<file path="src/rtl/tea_data_regs.sv">
// tea_data_regs -- byte-level glue between the TEA UART front end and the
// TEA cipher core.
//
// Purpose:
//   Collects key bytes into a 128-bit key and plaintext bytes into a 64-bit
//   block. Both are shifted in big-endian, so the first byte ends up in the
//   MSBs. Once both are complete the block pulses o_start to the core and
//   raises o_calculate. It then waits for the core's ciphertext. The
//   ciphertext is returned to the front end as 8 byte strobes, spaced
//   BYTE_GAP_CYCLES apart. One further gap follows the last byte, and then
//   o_calculate drops again.
//
// Ports:
//   i_clk, i_rst                      clock, synchronous active-high reset
//   i_key_byte/_valid                 key byte stream from the front end
//   i_plain_byte/_valid               plaintext byte stream from the front end
//   i_cipher/_valid                   ciphertext and done strobe from the core
//   o_key, o_plain, o_start           operands and start pulse to the core
//   o_calculate                       busy level to the front end
//   o_tx_byte/_valid                  ciphertext bytes back to the front end
//   o_key_loaded                      all 16 key bytes present
//   o_timeout                         sticky cipher-wait timeout flag
//
// Build option:
//   TEA_TIMEOUT_EN  When this macro is defined, WAIT gives up after
//                   TIMEOUT_CYCLES and sets o_timeout. When it is not
//                   defined, WAIT waits forever and o_timeout is held at 0.
module tea_data_regs #(
  parameter int unsigned BYTE_GAP_CYCLES = 1042,
  parameter int unsigned TIMEOUT_CYCLES  = 65535
) (
  input  logic         i_clk,
  input  logic         i_rst,
  input  logic [7:0]   i_key_byte,
  input  logic         i_key_byte_valid,
  input  logic [7:0]   i_plain_byte,
  input  logic         i_plain_byte_valid,
  input  logic [63:0]  i_cipher,
  input  logic         i_cipher_valid,
  output logic [127:0] o_key,
  output logic [63:0]  o_plain,
  output logic         o_start,
  output logic         o_calculate,
  output logic [7:0]   o_tx_byte,
  output logic         o_tx_byte_valid,
  output logic         o_key_loaded,
  output logic         o_timeout
);

  localparam int unsigned GAP_W = (BYTE_GAP_CYCLES > 1) ? $clog2(BYTE_GAP_CYCLES) : 1;
  localparam logic [GAP_W-1:0] GAP_RELOAD = GAP_W'(BYTE_GAP_CYCLES - 32'd1);
  localparam logic [GAP_W-1:0] GAP_ONE    = GAP_W'(32'd1);
  localparam logic [GAP_W-1:0] GAP_ZERO   = GAP_W'(32'd0);

  typedef enum logic [1:0] {
    ST_IDLE  = 2'd0,
    ST_START = 2'd1,
    ST_WAIT  = 2'd2,
    ST_SEND  = 2'd3
  } state_e;

  state_e         state_q, state_d;
  logic [127:0]   key_q, key_d;
  logic [63:0]    plain_q, plain_d;
  logic [63:0]    cipher_q, cipher_d;
  logic [3:0]     key_cnt_q, key_cnt_d;
  logic [2:0]     plain_cnt_q, plain_cnt_d;
  logic           plain_ready_q, plain_ready_d;
  logic           key_loaded_q, key_loaded_d;
  logic [3:0]     sent_q, sent_d;        // ciphertext bytes already emitted (0..8)
  logic [GAP_W-1:0] gap_q, gap_d;
  logic           start_q, start_d;
  logic           calc_q, calc_d;
  logic [7:0]     tx_byte_q, tx_byte_d;
  logic           tx_valid_q, tx_valid_d;
  logic           key_acc_s, plain_acc_s;

`ifdef TEA_TIMEOUT_EN
  localparam int unsigned TMO_W = (TIMEOUT_CYCLES > 1) ? $clog2(TIMEOUT_CYCLES) : 1;
  localparam logic [TMO_W-1:0] TMO_LAST = TMO_W'(TIMEOUT_CYCLES - 32'd1);
  logic [TMO_W-1:0] wait_cnt_q, wait_cnt_d;
  logic             timeout_q, timeout_d;
`endif

  // Byte assembly, FSM next state and the next value of every registered output.
  always_comb begin
    key_acc_s     = i_key_byte_valid & ~calc_q;
    plain_acc_s   = i_plain_byte_valid & ~calc_q;
    state_d       = state_q;
    key_d         = key_q;
    plain_d       = plain_q;
    cipher_d      = cipher_q;
    key_cnt_d     = key_cnt_q;
    plain_cnt_d   = plain_cnt_q;
    plain_ready_d = plain_ready_q;
    key_loaded_d  = key_loaded_q;
    sent_d        = sent_q;
    gap_d         = gap_q;
    start_d       = 1'b0;
    calc_d        = calc_q;
    tx_byte_d     = tx_byte_q;
    tx_valid_d    = 1'b0;
`ifdef TEA_TIMEOUT_EN
    wait_cnt_d    = wait_cnt_q;
    timeout_d     = timeout_q;
`endif

    // The 4-bit counter wraps from 15 to 0 by itself.
    if (key_acc_s) begin
      key_d     = {key_q[119:0], i_key_byte};
      key_cnt_d = key_cnt_q + 4'd1;
      if (key_cnt_q == 4'd15) begin
        key_loaded_d = 1'b1;
      end else if (key_cnt_q == 4'd0) begin
        key_loaded_d = 1'b0;
      end else begin
        key_loaded_d = key_loaded_q;
      end
    end else begin
      key_d = key_q;
    end

    if (plain_acc_s) begin
      plain_d     = {plain_q[55:0], i_plain_byte};
      plain_cnt_d = plain_cnt_q + 3'd1;
      if (plain_cnt_q == 3'd7) begin
        plain_ready_d = 1'b1;
      end else if (plain_cnt_q == 3'd0) begin
        plain_ready_d = 1'b0;
      end else begin
        plain_ready_d = plain_ready_q;
      end
    end else begin
      plain_d = plain_q;
    end

    case (state_q)
      ST_IDLE: begin
        if (plain_ready_q & key_loaded_q) begin
          state_d = ST_START;
          start_d = 1'b1;
          calc_d  = 1'b1;
`ifdef TEA_TIMEOUT_EN
          timeout_d = 1'b0;
`endif
        end else begin
          state_d = ST_IDLE;
        end
      end
      ST_START: begin
        state_d = ST_WAIT;
`ifdef TEA_TIMEOUT_EN
        wait_cnt_d = {TMO_W{1'b0}};
`endif
      end
      ST_WAIT: begin
        // Byte 0 is emitted on the capture edge so that it appears in the
        // cycle right after i_cipher_valid.
        if (i_cipher_valid) begin
          cipher_d   = i_cipher;
          tx_byte_d  = i_cipher[63:56];
          tx_valid_d = 1'b1;
          sent_d     = 4'd1;
          gap_d      = GAP_RELOAD;
          state_d    = ST_SEND;
        end else begin
`ifdef TEA_TIMEOUT_EN
          if (wait_cnt_q == TMO_LAST) begin
            state_d       = ST_IDLE;
            plain_ready_d = 1'b0;
            calc_d        = 1'b0;
            timeout_d     = 1'b1;
          end else begin
            wait_cnt_d = wait_cnt_q + TMO_W'(32'd1);
          end
`else
          state_d = ST_WAIT;
`endif
        end
      end
      ST_SEND: begin
        // Once all 8 bytes are out, the trailing gap expires and the run ends.
        if (gap_q == GAP_ZERO) begin
          if (sent_q == 4'd8) begin
            state_d       = ST_IDLE;
            plain_ready_d = 1'b0;
            calc_d        = 1'b0;
            sent_d        = 4'd0;
          end else begin
            tx_byte_d  = cipher_q[6'd63 - {sent_q[2:0], 3'b000} -: 8];
            tx_valid_d = 1'b1;
            sent_d     = sent_q + 4'd1;
            gap_d      = GAP_RELOAD;
          end
        end else begin
          gap_d = gap_q - GAP_ONE;
        end
      end
      default: begin
        state_d = ST_IDLE;
      end
    endcase
  end

  // State and datapath registers with synchronous reset.
  always_ff @(posedge i_clk) begin
    if (i_rst) begin
      state_q       <= ST_IDLE;
      key_q         <= 128'd0;
      plain_q       <= 64'd0;
      cipher_q      <= 64'd0;
      key_cnt_q     <= 4'd0;
      plain_cnt_q   <= 3'd0;
      plain_ready_q <= 1'b0;
      key_loaded_q  <= 1'b0;
      sent_q        <= 4'd0;
      gap_q         <= GAP_ZERO;
      start_q       <= 1'b0;
      calc_q        <= 1'b0;
      tx_byte_q     <= 8'd0;
      tx_valid_q    <= 1'b0;
    end else begin
      state_q       <= state_d;
      key_q         <= key_d;
      plain_q       <= plain_d;
      cipher_q      <= cipher_d;
      key_cnt_q     <= key_cnt_d;
      plain_cnt_q   <= plain_cnt_d;
      plain_ready_q <= plain_ready_d;
      key_loaded_q  <= key_loaded_d;
      sent_q        <= sent_d;
      gap_q         <= gap_d;
      start_q       <= start_d;
      calc_q        <= calc_d;
      tx_byte_q     <= tx_byte_d;
      tx_valid_q    <= tx_valid_d;
    end
  end

`ifdef TEA_TIMEOUT_EN
  // Cipher-wait counter and sticky timeout flag.
  always_ff @(posedge i_clk) begin
    if (i_rst) begin
      wait_cnt_q <= {TMO_W{1'b0}};
      timeout_q  <= 1'b0;
    end else begin
      wait_cnt_q <= wait_cnt_d;
      timeout_q  <= timeout_d;
    end
  end

  assign o_timeout = timeout_q;
`else
  // No timeout hardware. The comparison keeps TIMEOUT_CYCLES referenced in
  // this build, and both of its outcomes give 0.
  assign o_timeout = (TIMEOUT_CYCLES == 32'd0) ? 1'b0 : 1'b0;
`endif

  assign o_key           = key_q;
  assign o_plain         = plain_q;
  assign o_start         = start_q;
  assign o_calculate     = calc_q;
  assign o_tx_byte       = tx_byte_q;
  assign o_tx_byte_valid = tx_valid_q;
  assign o_key_loaded    = key_loaded_q;

endmodule
</file>
<file path="config.mk">
export PLATFORM = sky130hd
export DESIGN_NAME = tea_data_regs
export DESIGN_NICKNAME = d
export VERILOG_FILES = /design/src/rtl/tea_data_regs.sv
export SDC_FILE = /design/constraint.sdc
export NUM_CORES = 1
export LEC_CHECK = 0
export ABC_AREA = 1
export CAP_MARGIN = 15
export CORE_MARGIN = 8
export CORE_UTILIZATION = 49
export CTS_BUF_LIST = sky130_fd_sc_hd__clkbuf_16
export DETAILED_ROUTE_END_ITERATION = 8
export PLACE_DENSITY = 0.8
export SKIP_CTS_REPAIR_TIMING = 1
export SLEW_MARGIN = 25
export SYNTH_ARGS = -nofsm -noshare
export SYNTH_HDL_FRONTEND = slang
export SYNTH_SLANG_ARGS = --single-unit
</file>
<file path="constraint.sdc">
create_clock -name i_clk -period 4 [get_ports i_clk]
set_clock_uncertainty 0.15 [all_clocks]
set_input_delay 1.2 -clock i_clk [delete_from_list [all_inputs] [get_ports i_clk]]
set_output_delay 1.2 -clock i_clk [all_outputs]
set_load 0.01 [all_outputs]
</file>
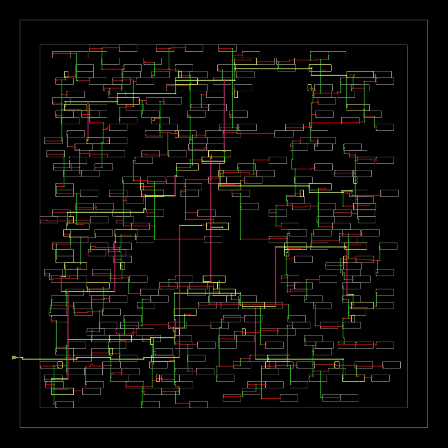
Run 1: the clock network
number of clock sinks: 293
FFs & Latches: 293
CTS buffer count: 30
clock latency of the later-clocked register in the worst-skew pair: 0.54 ns

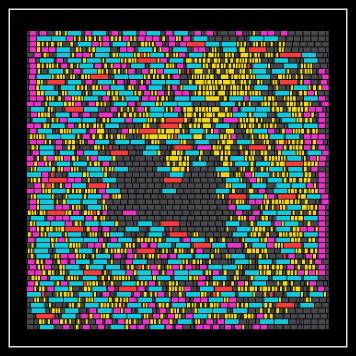
Run 1: cells colored by class
Drawn at 2 px/um. Fill, decap, tap and diode cells in gray.
Key: flops = cyan [cells 293, share of their area 39%]; combinational and other logic = yellow [cells 1118, share of their area 34%]; clock drivers and dummy loads = red [cells 55, share of their area 6.1%]; other buffers and delay cells = magenta [cells 305, share of their area 21%]

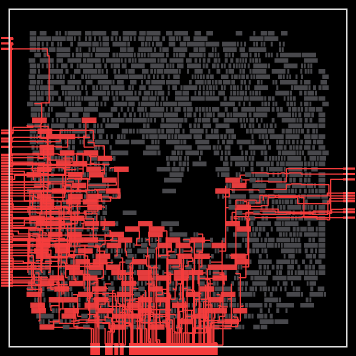
Run 1: port wiring
Drawn at 2 px/um.
Key: o_key = red [bits 128, direction output, edge 61 bottom, 57 left, 10 right, end cells 128, buffers 128, wire 6880 um]

[run 1: state kept, by name (all words and copies together) (netlist names)]
register,cells
cipher_q,64
gap_q,11
key_cnt_q,4
o_calculate,1
o_key,128
o_key_loaded,1
o_plain,64
o_start,1
o_tx_byte,8
o_tx_byte_valid,1
plain_cnt_q,3
plain_ready_q,1
sent_q,4
state_q,2
[run 1: routing by layer]
metal | vias to the layer above | track usage (%) | share of wire [%]
met4 | 0 | 6.79 | 2.7
met5 | - | 0 | 0
met1 | 4782 | 26.1 | 40
li1 | 5359 | - | -
met3 | 60 | 7.93 | 10
met2 | 341 | 37.6 | 47
[run 1: cells by family (layout without fill, tap and decap cells)]
family | count (synthesis) | count (layout)
AOI/OAI and AO/OA | 381 | 381
xor gates and xnor gates | 5 | 5
adders and majority gates | 12 | 12
buffers and inverters | 178 | 434
DFF | 293 | 293
other | 1 | 1
and+or+nand+nor | 645 | 645
[run 1: final timing paths]
kind / end / slack [ns] / cells past startpoint
worst max-delay path: o_key[116] / 1.11 / 1
worst max register to register: gap_q[8] / 1.70 / 8
worst min register to register: cipher_q[21] / 0.30 / 2
worst min-delay path: cipher_q[21] / 0.30 / 2
[run 1: placed cells by master, fill, tap and decap left out, types with 4 or more instances in the layout]
cell and count:
nor2_1 487, dfxtp_1 292, clkdlybuf4s50_1 288, o21ai_0 285
nand2_1 89, a21oi_1 73, inv_1 71, nand3_1 42
clkbuf_16 31, o211ai_1 16, ha_1 12, buf_4 12
clkinv_2 9, clkinv_1 9, nand2_2 6, nor3_1 5
buf_12 5, nand4_1 4, xor2_1 4, nand2_4 4
inv_2 4
[run 1: through the flow]
| step | utilization, % | cells | worst slack (ns) |
|---|---|---|---|
| finish | 67.3 | 2056 | 1.11 |
| floorplan | - | 1515 | 1.71 |
| CTS | 67.3 | 2056 | 1.08 |
| detailed placement | 63.3 | 2001 | 0.956 |
| global route | 67.3 | 2056 | 1.05 |
| global placement | 63.3 | 2001 | 0.993 |
[run 1: where the power goes]
part,switching [mW],internal (mW)
Clock,1.13,1.45
Combinational,0.366,0.378
Sequential,0.0952,3.05
[run 1: area by class of cell]
type                    instances  area, um2
inverters                      74        290
multi-input cells            1044       4750
clock inverters                24        131
fillers                      1890       7390
flip-flops and latches        293       5870
clock buffers                  31        776
well taps                     285        357
repair buffers                305       3070
==> flow_summary.rst, run 1 <==
Implementation results
======================

.. list-table::
   :header-rows: 1

   * - Metric
     - Value
   * - Fin area
     - 15200 um2
   * - Seq/Total Area, Yosys
     - 51.8%
   * - Worst Setup Path Type
     - reg2out
   * - Pin count of the biggest net entering global routing
     - 134
   * - Number of hold-slack violations in the final timing report
     - 0
   * - Hold/Removal Path Class
     - reg2reg
   * - Antenna Diode Count
     - 0
   * - Area after DPL
     - 14300 um2
   * - Register bit count reported by yosys
     - 293
   * - Yosys warning tally
     - 0
   * - Number of I/O pins
     - 290
   * - Area figure in the yosys stat output
     - 11300 um2
   * - Critical path's top delay family
     - buffers and inverters
   * - Fmax
     - 346 MHz
   * - Bufs and invs on worst path
     - 1
   * - Post-synthesis mux area share
     - 0%
   * - Number of global-route vias before repair
     - 9947
   * - Outcome
     - complete, no violations
   * - Total global routing overflow
     - 0
   * - Required time at the worst-slack endpoint
     - 2.65 ns
   * - Pwr Total
     - 6.47 mW
   * - Total GRT Usage
     - 22.3%
   * - Hold_ws
     - 0.302 ns
   * - Unrepaired setup endpoints after global routing
     - no
   * - Maximum fanout encountered on the critical timing path
     - 3
   * - Bufs on Longest Clock Path
     - 3
   * - Number of nets at floorplan
     - 1612
   * - Antenna-violating nets left
     - 0
   * - Max rail drop VDD
     - 380 uV
   * - Clock-pin slew reported for the worst setup and hold paths after clock tree synthesis
     - 0.06 ns
   * - Iteration tally of the first detailed-router pass
     - 8
   * - WL/cell
     - 16.1 um
Run 1, clock wires, drivers and flops:
Drawn at 3 px/um.
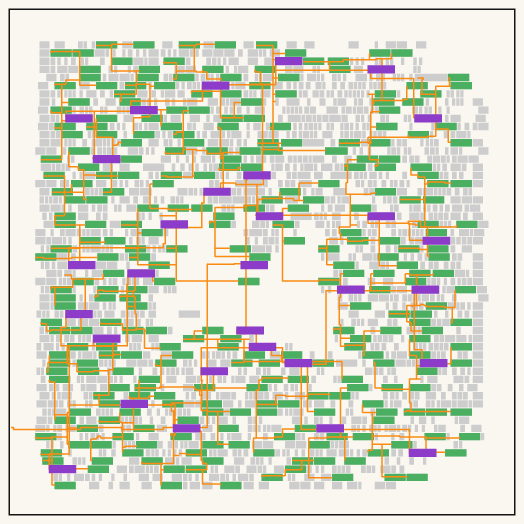

--- run 2 (diff from run 1) ---
==> constraint.sdc (replaced) <==
create_clock -name i_clk -period 2.7 [get_ports i_clk]
set_clock_uncertainty 0.15 [all_clocks]
set_input_delay 0.81 -clock i_clk [delete_from_list [all_inputs] [get_ports i_clk]]
set_output_delay 0.81 -clock i_clk [all_outputs]
set_load 0.01 [all_outputs]
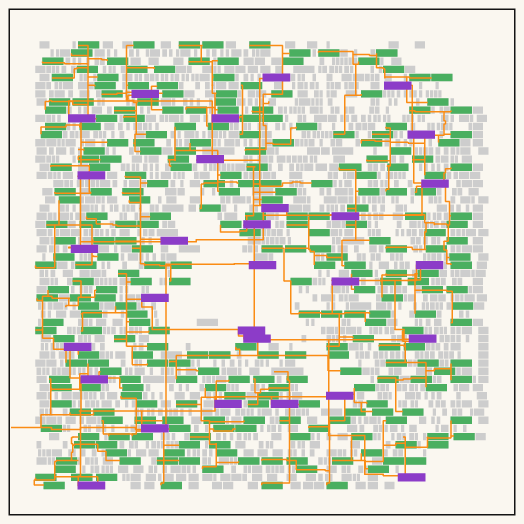
Run 2: clock wires, drivers and flops
Drawn at 3 px/um.
Key: clock wires = orange [length 3270 um]; clock drivers = purple [count 29]; flip-flops = green [count 293]
Position of the flops: spread over the die. There are 30 routed clock nets.

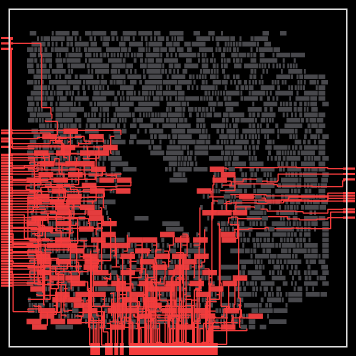
Run 2: port wiring
Drawn at 2 px/um.
Key: o_key = red [bits 128, direction output, edge 61 bottom, 57 left, 10 right, end cells 128, buffers 128, wire 6760 um]

==> run 2 against run 1 <==
  * Utilization up 0.54 points
  * Non-clock buffer count up 9
  * Critical path type unchanged
  * Register-to-register slack worse by 1.2 ns
  * Worst hold slack about the same
  * Largest power group unchanged
  * Clock-buffer cell count down 2
  * Setup slack worse by 0.91 ns
  * Via count up 0.36%
  * Largest cell class unchanged
==> flow_summary.rst, run 2 <==
Implementation results
======================

.. list-table::
   :header-rows: 1

   * - Metric
     - Value
   * - Outcome
     - complete, no violations
   * - Number of global-route vias before repair
     - 10100 (+1.1%)
   * - Critical path's top delay family
     - buffers and inverters
   * - CTS buffer count
     - 29 (-3.3%)
   * - Dominant logic cell types in the final layout
     - nor2_1 (487), dfxtp_1 (292), clkdlybuf4s50_1 (288), o21ai_0 (285), nand2_1 (89)
   * - Clock-pin slew reported for the worst setup and hold paths after clock tree synthesis
     - 0.06 ns (about the same)
   * - Hold/Removal Path Class
     - reg2reg
   * - Total global routing overflow
     - 0 (unchanged)
   * - Final core utilization
     - 67.9% (+0.54 points)
   * - Worst-case reg-to-reg path depth
     - 8 (unchanged)
   * - Filler cell count
     - 1905 (+0.79%)
   * - Register bit count reported by yosys
     - 293 (unchanged)
   * - Number of I/O pins
     - 290 (unchanged)
   * - Pin count of the biggest net entering global routing
     - 68 (-49%)
   * - WL/cell
     - 16.0 um (-0.43%)
   * - Bufs on Longest Clock Path
     - 3 (unchanged)
   * - Pwr Total
     - 9.54 mW (+47%)
   * - Required time at the worst-slack endpoint
     - 1.74 ns (-0.91 ns)
   * - Bufs and invs on worst path
     - 1 (unchanged)
   * - Flip-flop count of the largest register, all copies and words added
     - 128 (unchanged)
   * - Seq/Total Area, Yosys
     - 51.8% (unchanged)
   * - Yosys warning tally
     - 0 (unchanged)
   * - Most used logic cell in the final layout
     - nor2_1
   * - Fmax
     - 400 MHz
   * - Iteration tally of the first detailed-router pass
     - 5 (-3)
   * - Logic depth of the worst setup path including buffers
     - 1 (unchanged)
   * - Number of nets at floorplan
     - 1612 (unchanged)
   * - Max rail drop VDD
     - 518 uV (+36%)
   * - Worst Setup Path Type
     - reg2out
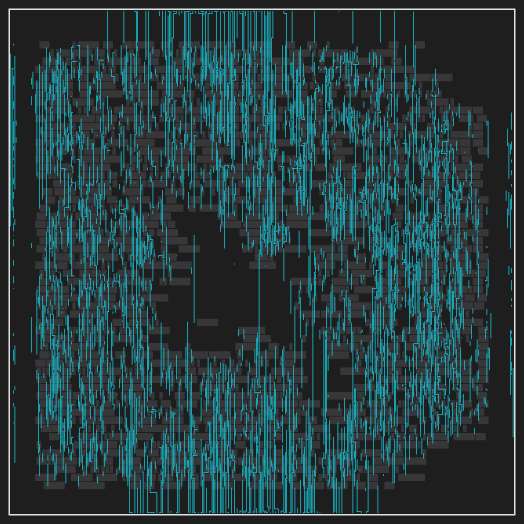
Run 2: met2 routing
Drawn at 3 px/um. Cells faint in the background.
The layer carries 15300 um of wire. The longest straight run is 57.3 um. The wires run mostly vertical. The layer holds 46% of the routed length.

-- run 2: cell types whose count changed in the layout (fill, tap and decap cells not counted), moves of 2 or more --
cell	change
buf_12	+6
clkinv_1	-5
clkinv_2	-4
buf_4	+3
clkinvlp_4	+3
inv_1	+3
clkbuf_16	-2
diode_2	+2
-- run 2: final cells by class --
type / instances / area, um2 / share of cell area, %
Clock buffer: 29 / 726 / 4.72
Sequential cell: 293 / 5870 / 38.2
Multi-Input combinational cell: 1044 / 4750 / 30.9
Antenna cell: 2 / 5.00 / 0.0326
Inverter: 74 / 290 / 1.89
Tap cell: 285 / 357 / 2.32
Timing Repair Buffer: 314 / 3220 / 20.9
Clock inverter: 22 / 156 / 1.02
-- run 2: per-stage QoR --
step | cell area (um2) | setup slack, ns | hold WS (ns) | cells
CTS | 15400 | 0.156 | 0.304 | 2061
finish | 15400 | 0.197 | 0.302 | 2063
global placement | 14500 | 0.313 | 0.287 | 2010
global route | 15400 | 0.126 | 0.313 | 2062
floorplan | 11300 | 0.711 | 0.279 | 1515
detailed placement | 14500 | 0.272 | 0.294 | 2010
-- run 2: cell families after synthesis --
family / share of synthesized area (%)
xor+xnor: 0.387
flops: 51.8
compound gates: 17.4
fa+ha+maj: 1.33
other cells: 0.0331
simple gates: 22.8
buf+inv: 6.33
-- run 2: final timing paths --
path | start | to | slack (ns)
min | cipher_q[51] | cipher_q[51] | 0.30
max | o_key_loaded | o_key_loaded | 0.20
max reg2reg | state_q[1] | gap_q[3] | 0.54
min reg2reg | cipher_q[51] | cipher_q[51] | 0.30
-- run 2: metal layers --
metal | wire length [um] | GRT usage [%] | vias to the layer above
met5 | 0 | 0 | -
met4 | 999 | 7.76 | 0
met3 | 3370 | 7.48 | 56
met2 | 15300 | 36.8 | 380
met1 | 13500 | 26.8 | 4778
li1 | - | - | 5366
-- run 2: report_power, final --
group,leakage (nW),total [mW],switching (mW),internal [mW]
combinational,3.20,1.12,0.546,0.576
sequential,2.40,4.66,0.140,4.52
clock,0.449,3.75,1.63,2.13
total,6.05,9.54,2.31,7.23
Power figures rest on the tool's default switching activity, not on a simulated workload.
